### M1 wires

Scale bar: 10 microns. Supply wires on this layer in gray.
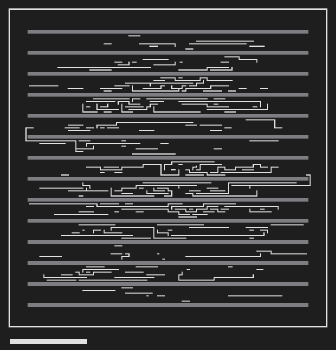
### Cell placement

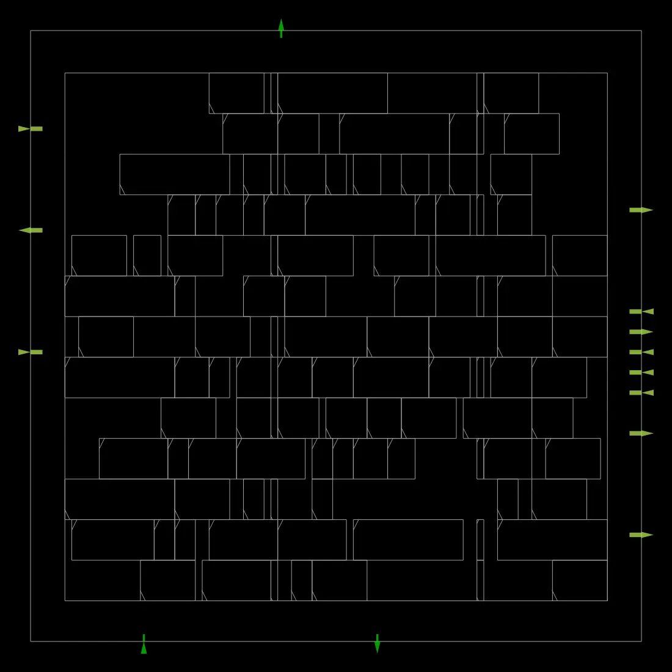
### Signal metal coverage by tile

Scale bar: 10 microns. 8 x 8 tiles, from black (low) to pale yellow (high), scaled to the fullest tile. Values are wire area over tile area, all layers added.
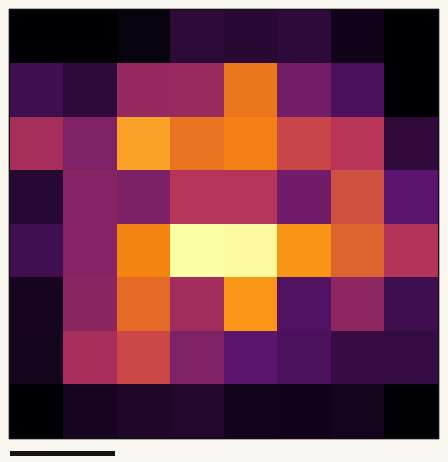
### Metal layers overlaid

Scale bar: 10 microns. Two of the layers only.
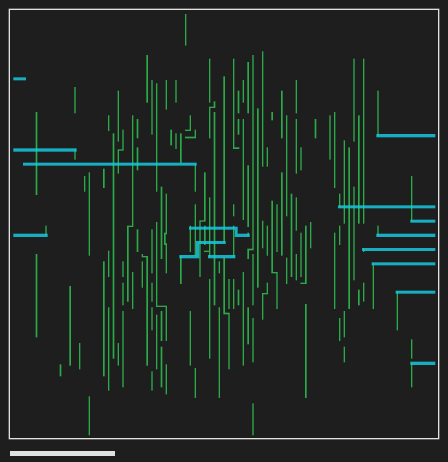
### Cell classes on the final placement

Fill, decap, tap and diode cells in gray.
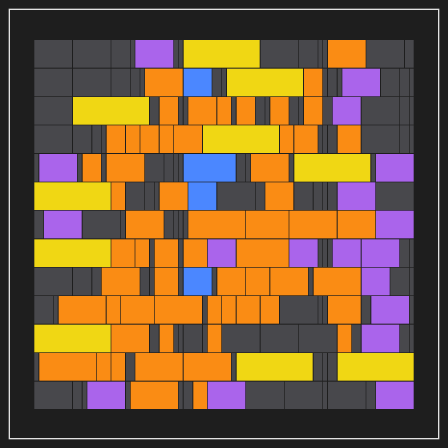
File: config.mk
export PLATFORM = sky130hd
export DESIGN_NAME = dualrail_channel_arbiter
export DESIGN_NICKNAME = d
export VERILOG_FILES = /design/src/rtl/dualrail_channel_arbiter.sv
export SDC_FILE = /design/constraint.sdc
export NUM_CORES = 1
export LEC_CHECK = 0
export CAP_MARGIN = 20
export CORE_MARGIN = 2
export CORE_UTILIZATION = 48
export CTS_CLUSTER_SIZE = 40
export DETAILED_ROUTE_END_ITERATION = 6
export PLACE_DENSITY_LB_ADDON = 0.12
export SYNTH_ARGS = -nofsm -noshare
export SYNTH_HDL_FRONTEND = slang
export SYNTH_SLANG_ARGS = --single-unit
File: constraint.sdc
create_clock -name clk -period 2.4 [get_ports clk]
set_input_delay 0.36 -clock clk [delete_from_list [all_inputs] [get_ports clk]]
set_output_delay 0.36 -clock clk [all_outputs]
set_load 0.01 [all_outputs]
File: src/rtl/dualrail_channel_arbiter.sv
// dualrail_channel_arbiter: round-robin merge of two four-phase dual-rail channels (optional DUALRAIL_ARB_SYNC_INPUTS_EN input synchronizers)
module dualrail_channel_arbiter #(
  parameter int WIDTH = 1
) (
  input  logic             clk,
  input  logic             reset,
  input  logic [WIDTH-1:0] a_d0,
  input  logic [WIDTH-1:0] a_d1,
  output logic             a_e,
  input  logic [WIDTH-1:0] b_d0,
  input  logic [WIDTH-1:0] b_d1,
  output logic             b_e,
  output logic [WIDTH-1:0] r_d0,
  output logic [WIDTH-1:0] r_d1,
  input  logic             r_e,
  output logic             gnt,
  output logic             busy,
  output logic             err
);
  typedef enum logic [1:0] {IDLE, WAIT_RDY, SEND, RETURN} state_t;
  state_t state, state_n;
  logic [WIDTH-1:0] ad0, ad1, bd0, bd1, g0, g1;
  logic [WIDTH-1:0] lat0, lat1, lat0_n, lat1_n, r_d0_n, r_d1_n;
  logic re, a_ok, b_ok, pick, bad, a_e_n, b_e_n, gnt_n, err_n;
`ifdef DUALRAIL_ARB_SYNC_INPUTS_EN
  logic [4*WIDTH:0] s1, s2;
  always_ff @(posedge clk)
    if (reset) begin
      s1 <= {1'b1, {4*WIDTH{1'b0}}};
      s2 <= {1'b1, {4*WIDTH{1'b0}}};
    end else begin
      s1 <= {r_e, b_d1, b_d0, a_d1, a_d0};
      s2 <= s1;
    end
  assign {re, bd1, bd0, ad1, ad0} = s2;
`else
  assign {re, bd1, bd0, ad1, ad0} = {r_e, b_d1, b_d0, a_d1, a_d0};
`endif
  assign a_ok = &(ad0 ^ ad1);
  assign b_ok = &(bd0 ^ bd1);
  assign pick = (a_ok && b_ok) ? ~gnt : b_ok;
  assign g0 = gnt ? bd0 : ad0;
  assign g1 = gnt ? bd1 : ad1;
  assign bad = (|(ad0 & ad1)) | (|(bd0 & bd1)) |
               ((state == RETURN) && (|((g0 & ~lat0) | (g1 & ~lat1))));
  assign busy = state != IDLE;
  always_comb begin
    state_n = state;
    lat0_n  = lat0;
    lat1_n  = lat1;
    r_d0_n  = r_d0;
    r_d1_n  = r_d1;
    a_e_n   = a_e;
    b_e_n   = b_e;
    gnt_n   = gnt;
    err_n   = err | bad;
    case (state)
      IDLE:
        if (a_ok || b_ok) begin
          gnt_n   = pick;
          lat0_n  = pick ? bd0 : ad0;
          lat1_n  = pick ? bd1 : ad1;
          a_e_n   = pick;
          b_e_n   = ~pick;
          state_n = re ? SEND : WAIT_RDY;
          r_d0_n  = re ? lat0_n : r_d0;
          r_d1_n  = re ? lat1_n : r_d1;
        end
      WAIT_RDY:
        if (re) begin
          r_d0_n  = lat0;
          r_d1_n  = lat1;
          state_n = SEND;
        end
      SEND:
        if (!re) begin
          r_d0_n  = '0;
          r_d1_n  = '0;
          state_n = RETURN;
        end
      RETURN:
        if (re && !(|(g0 | g1))) begin
          a_e_n   = 1'b1;
          b_e_n   = 1'b1;
          state_n = IDLE;
        end
      default: state_n = IDLE;
    endcase
  end
  always_ff @(posedge clk)
    if (reset) begin
      state <= IDLE;
      lat0  <= '0;
      lat1  <= '0;
      r_d0  <= '0;
      r_d1  <= '0;
      a_e   <= 1'b1;
      b_e   <= 1'b1;
      gnt   <= 1'b1;
      err   <= 1'b0;
    end else begin
      state <= state_n;
      lat0  <= lat0_n;
      lat1  <= lat1_n;
      r_d0  <= r_d0_n;
      r_d1  <= r_d1_n;
      a_e   <= a_e_n;
      b_e   <= b_e_n;
      gnt   <= gnt_n;
      err   <= err_n;
    end
endmodule

==> impl_metrics.ini <==
; generated from flow reports
[status]
status = finished, final reports clean

[sta]
setup_viol = 0
finClkSkew_ns = 0.00497
timing.hold.ws_ns = 0.487
timing.final.crit_share_pct = 83.6
maxSlewViolCount = 0

[routing]
wl_met1_microns = 677
drt-initial-drc-count = 5
first_pass_iters = 4
top_layer_used = met4
drcViolationCount = 0

[yosys]
netlist.area_leader.share_pct = 30.6
synth_area_sq_um = 654
top_cell = nor2_1
edf_count = 0
ys.flops = 10
syn-instance-count = 71
syn_area_per_cell_sq_um = 9.22

[placement]
hpwlAfterDp_microns = 1110
io_buffers = 13
placedCellCount = 102

[cells_and_area]
area_growth_pct = 31.7
largest_reg_flops = 2
drive_above_1_share_pct = 14.3
clkCellAreaFrac_pct = 4.21
top_register = state
logic_gate_count = 56
comb_share_pct = 49.6

[clock_network]
cts_max_path_buffers = 2
numCtsBuffers = 3
tritoncts = done
htreeDepth = 1
clock.latency.late_pin_ns = 0.27

[power]
clkPwrFrac_pct = 15.7
peakVddDrop_mv = 0.687
clock_net_power_mw = 0.158

[die]
fp_util_pct = 50.9
taps = 15

[hold_path]
hp-class = reg -> reg
min_from = err

[global_routing]
grt_usage_pct = 18.7
met2_usage_pct = 33.2

[worst_setup_path]
critical_path.startpoint_type = flip-flop
path_cells = inv_1 > ha_1 > or3_1 > a211oi_1 > o211a_1 > nor3_1
path_depth = 6
rr_endpoint = r_d0
end_kind = flip-flop
worstRegToRegCells = 6
cp_data_required_time_ns = 2.54

[run]
warnings = 30
About 'M1 wires':
- share of all routed wire: 47%
- wire length on this layer: 678 microns
- main direction: horizontal
Routed WL: 1440 microns
overall via count from detail_route: 615
met1 Resource Use GR: 21.6%

About 'Cell placement':
Fillers: 114
Seq/total area: 23.2%
fin cells: 106

About 'Signal metal coverage by tile':
- fullest tile: 0.43
- tiles over half the peak: 22%
- emptiest ninth of the die: south-east
- nearly empty tiles: 9.4%
- mean over tiles: 0.14
- densest ninth of the die: center

About 'Metal layers overlaid':
- met3: cyan (wire length 79.9 microns)
- met2: green (wire length 678 microns)

About 'Cell classes on the final placement':
- all other logic: orange (cells 59)
- other buffers and delay cells: purple (cells 18)
- flip-flops: yellow (cells 10)
- clock drivers and dummy loads: blue (cells 4)
Core Util, Final: 67.1%
Final Cell Area: 862 sq um
Core Area: 1280 sq um
Site Rows: 13

-- layout by cell type, fill, tap and decap left out, types with 2 or more instances in the layout --
master           netlist  layout
ha_1                   7       7
nand3_1                2       2
nor2_1                11      11
clkdlybuf4s50_1        0      13
nand2b_1               2       2
o211a_1                2       2
a211oi_1               3       3
a21oi_1                2       2
a31oi_1                3       3
buf_4                  0       5
nor3_1                 5       5
mux2i_1                7       7
dfxtp_1               10      10
inv_1                  3       3
clkbuf_4               0       3
-- cell families after synthesis --
group / after synthesis / synth area share, %
AND-OR/OR-AND: 15 / 18.0
adder cells (fa/ha/maj): 7 / 13.4
buffers and inverters: 5 / 4.01
flip-flops: 10 / 30.6
multiplexers: 8 / 13.0
AND/OR/NAND/NOR: 26 / 21.0
